### src/rtl/acc16_decode.sv
// Decode/operand-fetch stage for the 16-bit Hack accumulator pipeline.
// Define ACC16_DECODE_FWD_EN to release hazards early and bypass operands from writeback.
module acc16_decode #(
    parameter int WIDTH  = 16,
    parameter int PEND_W = 2
) (
    input  logic             clk,
    input  logic             rst,
    input  logic             if_valid,
    input  logic [15:0]      if_instr,
    output logic             id_ready,
    output logic             mem_req,
    output logic [14:0]      mem_addr,
    input  logic [WIDTH-1:0] mem_rdata,
    input  logic             mem_rvalid,
    output logic             ex_valid,
    input  logic             ex_ready,
    output logic [5:0]       cb_EX,
    output logic [WIDTH-1:0] x_EX,
    output logic [WIDTH-1:0] y_EX,
    output logic [2:0]       dest_EX,
    output logic [2:0]       jmp_EX,
    output logic [WIDTH-1:0] a_EX,
    input  logic             wb_a_we,
    input  logic             wb_d_we,
    input  logic [WIDTH-1:0] wb_data,
    input  logic             flush
);

    typedef enum logic {IDLE, WAIT_MEM} state_t;

    localparam logic [PEND_W-1:0] PEND_MAX = '1;
    localparam logic [PEND_W-1:0] PEND_ONE = PEND_W'(1);

    state_t            state;
    logic [WIDTH-1:0]  a_reg;
    logic [WIDTH-1:0]  d_reg;
    logic [PEND_W-1:0] a_pend;
    logic [PEND_W-1:0] d_pend;
    logic [5:0]        hold_cb;
    logic [2:0]        hold_dest;
    logic [2:0]        hold_jmp;

    logic             is_c;
    logic             a_busy;
    logic             d_busy;
    logic             ex_free;
    logic             c_ok;
    logic             accept;
    logic             load_c0;
    logic             load_mem;
    logic             load;
    logic             mem_go;
    logic [WIDTH-1:0] a_op;
    logic [WIDTH-1:0] d_op;
    logic [5:0]       ld_cb;
    logic [2:0]       ld_dest;
    logic [2:0]       ld_jmp;
    logic [WIDTH-1:0] ld_y;
    logic             a_inc;
    logic             d_inc;
    logic             a_kill;
    logic             d_kill;

`ifdef ACC16_DECODE_FWD_EN
    // A single outstanding writer retiring this cycle no longer blocks.
    assign a_busy = (a_pend != '0) && !((a_pend == PEND_ONE) && wb_a_we);
    assign d_busy = (d_pend != '0) && !((d_pend == PEND_ONE) && wb_d_we);
    assign a_op   = wb_a_we ? wb_data : a_reg;
    assign d_op   = wb_d_we ? wb_data : d_reg;
`else
    assign a_busy = (a_pend != '0);
    assign d_busy = (d_pend != '0);
    assign a_op   = a_reg;
    assign d_op   = d_reg;
`endif

    assign is_c    = if_instr[15];
    assign ex_free = !ex_valid || ex_ready;
    assign c_ok    = !a_busy && !d_busy && ex_free
                   && !(if_instr[5] && (a_pend == PEND_MAX))
                   && !(if_instr[4] && (d_pend == PEND_MAX));

    assign id_ready = !flush && (state == IDLE) && (is_c ? c_ok : !a_busy);
    assign accept   = if_valid && id_ready;
    assign load_c0  = accept && is_c && !if_instr[12];
    assign mem_go   = accept && is_c && if_instr[12];
    assign load_mem = (state == WAIT_MEM) && mem_rvalid && ex_free && !flush;
    assign load     = load_c0 || load_mem;

    assign ld_cb   = load_mem ? hold_cb   : if_instr[11:6];
    assign ld_dest = load_mem ? hold_dest : if_instr[5:3];
    assign ld_jmp  = load_mem ? hold_jmp  : if_instr[2:0];
    assign ld_y    = load_mem ? mem_rdata : a_op;

    assign a_inc  = load && ld_dest[2];
    assign d_inc  = load && ld_dest[1];
    // A killed entry that EX never took will never write back.
    assign a_kill = flush && ex_valid && !ex_ready && dest_EX[2];
    assign d_kill = flush && ex_valid && !ex_ready && dest_EX[1];

    assign mem_addr = a_reg[14:0];

    always_ff @(posedge clk) begin
        if (rst) begin
            state     <= IDLE;
            a_reg     <= '0;
            d_reg     <= '0;
            a_pend    <= '0;
            d_pend    <= '0;
            hold_cb   <= '0;
            hold_dest <= '0;
            hold_jmp  <= '0;
            mem_req   <= 1'b0;
            ex_valid  <= 1'b0;
            cb_EX     <= '0;
            x_EX      <= '0;
            y_EX      <= '0;
            dest_EX   <= '0;
            jmp_EX    <= '0;
            a_EX      <= '0;
        end else begin
            mem_req <= mem_go;

            if (wb_a_we)
                a_reg <= wb_data;
            if (accept && !is_c)
                a_reg <= WIDTH'({1'b0, if_instr[14:0]});
            if (wb_d_we)
                d_reg <= wb_data;

            a_pend <= a_pend + PEND_W'(a_inc)
                    - PEND_W'(wb_a_we) - PEND_W'(a_kill);
            d_pend <= d_pend + PEND_W'(d_inc)
                    - PEND_W'(wb_d_we) - PEND_W'(d_kill);

            if (mem_go) begin
                hold_cb   <= if_instr[11:6];
                hold_dest <= if_instr[5:3];
                hold_jmp  <= if_instr[2:0];
            end

            unique case (state)
                IDLE:     if (mem_go) state <= WAIT_MEM;
                WAIT_MEM: if (flush || load_mem) state <= IDLE;
            endcase

            if (flush) begin
                ex_valid <= 1'b0;
            end else if (load) begin
                ex_valid <= 1'b1;
                cb_EX    <= ld_cb;
                x_EX     <= d_op;
                y_EX     <= ld_y;
                dest_EX  <= ld_dest;
                jmp_EX   <= ld_jmp;
                a_EX     <= a_op;
            end else if (ex_ready) begin
                ex_valid <= 1'b0;
            end
        end
    end

endmodule

### config.mk
export PLATFORM = sky130hd
export DESIGN_NAME = acc16_decode
export DESIGN_NICKNAME = d
export VERILOG_FILES = /design/src/rtl/acc16_decode.sv
export SDC_FILE = /design/constraint.sdc
export NUM_CORES = 1
export LEC_CHECK = 0
export CAP_MARGIN = 15
export CORE_ASPECT_RATIO = 0.9
export CORE_MARGIN = 1
export CORE_UTILIZATION = 48
export CTS_CLUSTER_DIAMETER = 30
export CTS_CLUSTER_SIZE = 14
export DETAILED_ROUTE_END_ITERATION = 10
export PLACE_DENSITY = 0.82
export SYNTH_ARGS = -nofsm -noshare
export SYNTH_HDL_FRONTEND = slang
export SYNTH_SLANG_ARGS = --single-unit
### constraint.sdc
create_clock -name clk -period 2.45 [get_ports clk]
set_input_delay 0.245 -clock clk [delete_from_list [all_inputs] [get_ports clk]]
set_output_delay 0.245 -clock clk [all_outputs]
set_load 0.005 [all_outputs]
==> images/io_fan.png <==
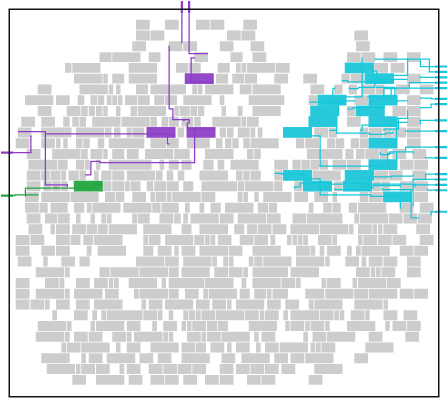
| color | port | bits | direction | edge | end cells | buffers | wire |
|---|---|---|---|---|---|---|---|
| cyan | y_EX | 16 | output | right | 16 | 16 | 440 um |
| green | ex_valid | 1 | output | left | 1 | 1 | 29.6 um |
| purple | dest_EX | 3 | output | 2 top, 1 left | 3 | 3 | 181 um |
num ports: 134
port buffer count: 133

==> images/placement.png <==
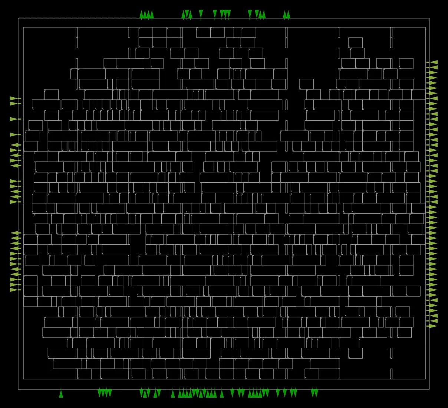
Core Util, Final: 66.0%
Layout Cells excl Fill: 753

==> images/io_placement.png <==
Pins as bars across the die edge, other pins in gray.
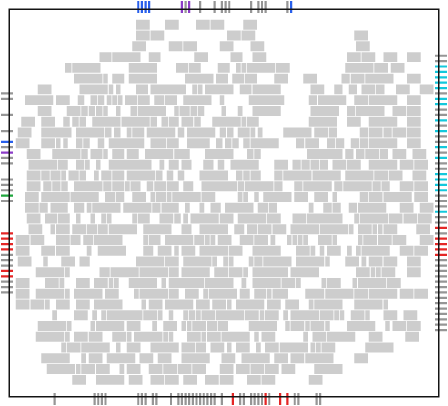
| color | port | pins | direction | edge |
|---|---|---|---|---|
| red | mem_addr | 15 | output | 6 left, 5 right, 4 bottom |
| cyan | y_EX | 16 | output | right |
| purple | dest_EX | 3 | output | 2 top, 1 left |
| blue | cb_EX | 6 | output | 5 top, 1 left |
| green | ex_valid | 1 | output | left |
all pins by edge: 52 right, 38 bottom, 26 left, 18 top
die span in x: 108 um
Vert. Die Dim: 97.6 um

==> results_slide.txt <==
Key Metrics from the Run

Run status
  – Status: finished clean

Synth
  – Ys flop type: dfxtp_1
  – Synth top cell by count: dfxtp_1
  – Synthesized flop and latch total: 111
  – Largest cells by area: dfxtp_1 (46%), mux2i_1 (13%), nand2_1 (7.0%)
  – Xor/xnor share of the synthesized area: 0.719%
  – Multiplexer share of the synthesized area: 13.2%
  – Cell Area, Synth: 0.00487 sq mm
  – Simple-Gate Area Share: 18.4%
  – Post-Synth AOI/OAI Area: 13.4%
  – Yosys cell types: 37
  – Post-Syn Instances: 528
  – Area reported by Yosys stat: 0.00487 sq mm
  – Synth logic family: simple AND/OR/NAND/NOR gates
  – Number of cells in Yosys stat: 528
  – Top area contributor share: 45.6%
  – Commonest cells post-synth: dfxtp_1 (111), nand2_1 (91), mux2i_1 (63)
  – Syn Area/Cell: 9.23 sq um
  – Number of enable flip-flop cells: 0

Min path
  – Hold_sp: rst
  – Worst Hold Class: primary input to flop
  – WHS Path Cells: 4

Clocking
  – CTS Buffer Depth: 2
  – CTS tree: built
  – Hold buffer count at cts: 0
  – CTS Buf Count: 9
  – Clk latency late pin: 350 ps
  – Clk slew on worst S/H paths: 70 ps
  – Post CTS Setup Buffer Count: 0
  – Clk sinks: 111

Critical path
  – CP Capture Type: output pin
  – Critical Path Most Common Cell: clkdlybuf4s50_1
  – CP max stage delay: 530 ps
  – CP Data Required Time: 2200 ps
  – Reg2reg setup slack: 400 ps
  – Crit. Startpoint: flush
  – Worst r2r src: state$_SDFF_PP0_
  – CP Cell Sequence: clkdlybuf4s50_1 > nor4_4 > a21boi_0 > clkdlybuf4s50_1
  – Crit start category: primary input
  – Slowest stage cell, crit path: clkdlybuf4s50_1
  – R2r worst-path depth: 5
  – Crit Path Class: primary input to output pin
  – Critical path peak fanout: 5
  – Arrival @ worst endpoint: 1910 ps

Global route
  – First-pass GRT wire length: 21900 um
  – Vias in the first global route: 4303
  – Gr ovfl total: 0
  – Largest net degree at the start of global routing: 62

STA
  – Worst-margin pin slew: 591 ps
  – Max Fclk: 0.464 GHz
  – Final Hold Viols: 0
  – RSZ-0062 raised after global routing: false
  – Final setup fails: 0
  – Setup TNS Final: 0 ps
  – Final worst path period need: 2150 ps
  – Setup ws final: 295 ps
  – Max Transition Viols Final: 0

Detailed routing
  – WL met3: 1150 um
  – Routed length on met2: 6840 um
  – Vias per cell: 5.94
  – Top Metal Used: met4
  – 1st-iter DRT viols: 230
  – Routed len/inst: 18.8 um
  – Post-Route M1 WL: 5810 um
  – DRC: 0

Floorplan
  – Core area: 0.00978 sq mm
  – Rows: 34
  – Core Util at FP: 49.8%

Layout
  – Diodes inserted: 0
  – Layout cells sized above 1: 5.74%
  – Layout area overhead: 32.4%
  – Net count, final: 682

Flow run
  – Tool warning count: 26
  – Total of max-cap violations: 0

Pwr
  – LEAKAGE: 2.61 nW
  – Total power: 3.90 mW
  – Max IR drop VDD: 321 uV
  – Power Density: 605 mW/mm^2

Place
  – HPWL after DPL: 10100 um
  – DP Cell Count: 737
  – DP Worst Slack: 102 ps
==> images/wires.png <==
Scale bar: 20 um.
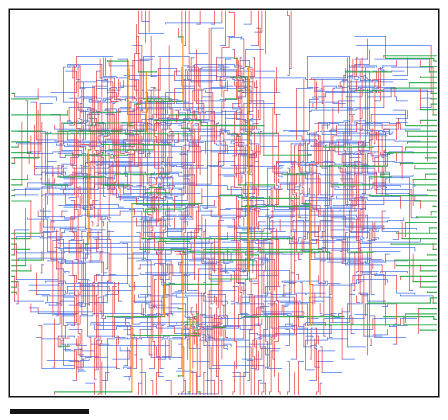
| color | layer | wire length |
|---|---|---|
| orange | metal 4 | 347 um |
| red | metal 2 | 6840 um |
| green | metal 3 | 1150 um |
| blue | metal 1 | 5810 um |
final WL: 14100 um
via count: 4474
Total GRT Usage: 26.8%

==> images/clk_routes.png <==
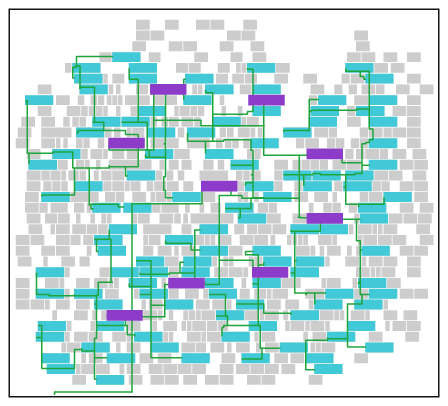
[purple] clock drivers | count: 9
[cyan] flip-flops | count: 111
[green] clock wires | length: 1180 um
routed clock nets: 10

worst max-delay path: cells and delay by family:
kind | cells | cell delay (ps)
AOI/OAI and AO/OA | 1 | 230
buffers and inverters | 2 | 1060
and+or+nand+nor | 1 | 360
kinds of logic (layout without fill, tap and decap cells):
kind of cell / count (synthesis) / in the layout
muxes: 64 / 64
DFF: 111 / 111
xor gates and xnor gates: 4 / 4
buffers and inverters: 68 / 167
adders and majority gates: 4 / 4
AOI/OAI and AO/OA: 85 / 85
and+or+nand+nor: 192 / 192
where the power goes:
part	leakage, nW	switching [mW]	internal [mW]	total, mW
logic	1.57	0.240	0.234	0.473
clock network	0.144	0.679	0.833	1.51
registers	0.902	0.0543	1.86	1.92
total	2.61	0.973	2.93	3.90
layout by cell type, fill, tap and decap left out, drive strengths merged, types with 2 or more instances in the layout:
master / netlist / routed
clkdlybuf4s50: 0 / 132
inv: 3 / 5
xnor2: 4 / 4
nor2: 36 / 36
and4: 2 / 2
nor2b: 4 / 4
a211oi: 16 / 16
nor4: 17 / 17
fa: 2 / 2
clkinvlp: 0 / 2
buf: 32 / 16
a21oi: 14 / 14
o311ai: 10 / 10
o21ai: 12 / 12
ha: 2 / 2
nand3: 17 / 17
o2111ai: 12 / 12
clkbuf: 33 / 11
a221o: 16 / 16
a22o: 2 / 2
nand2: 92 / 92
mux2i: 63 / 63
dfxtp: 111 / 111
and3: 18 / 18
o211ai: 2 / 2
per-stage QoR:
stage / instance area (sq um) / hold WS, ps / util (%)
after floorplan: 4870 / 323 / -
after global placement: 6150 / 437 / 62.8
after detailed placement: 6150 / 453 / 62.8
after CTS: 6450 / 373 / 66.0
after global routing: 6450 / 412 / 66.0
final: 6450 / 386 / 66.0
flip-flops by register name (all words and copies together) (netlist names), 6 cells and up:
signal   count
y_EX        16
hold_cb      6
cb_EX        6
d_op        16
x_EX        16
a_EX        16
a_op        16
path summary, 6_finish.rpt:
kind | to
worst max-delay path | id_ready
worst min-delay path | x_EX[9]$_SDFFE_PP0P_
worst max register to register | cb_EX[1]$_SDFFE_PP0P_
worst min register to register | x_EX[4]$_SDFFE_PP0P_
layout make-up:
type / instances / area (sq um)
clock inverter: 5 / 65.1
timing repair buffer: 148 / 1460
multi-input combinational: 349 / 2290
sequential: 111 / 2220
tap: 126 / 158
clock buffer: 11 / 243
fill: 798 / 3330
inverter: 3 / 11.3
metal layers:
layer,vias up,global-route usage [%]
met3,37,5.77
met4,0,10.4
met2,221,43.8
met5,-,0
li1,2053,-
met1,2163,34.3
Power is estimated from default activity; no workload was simulated.
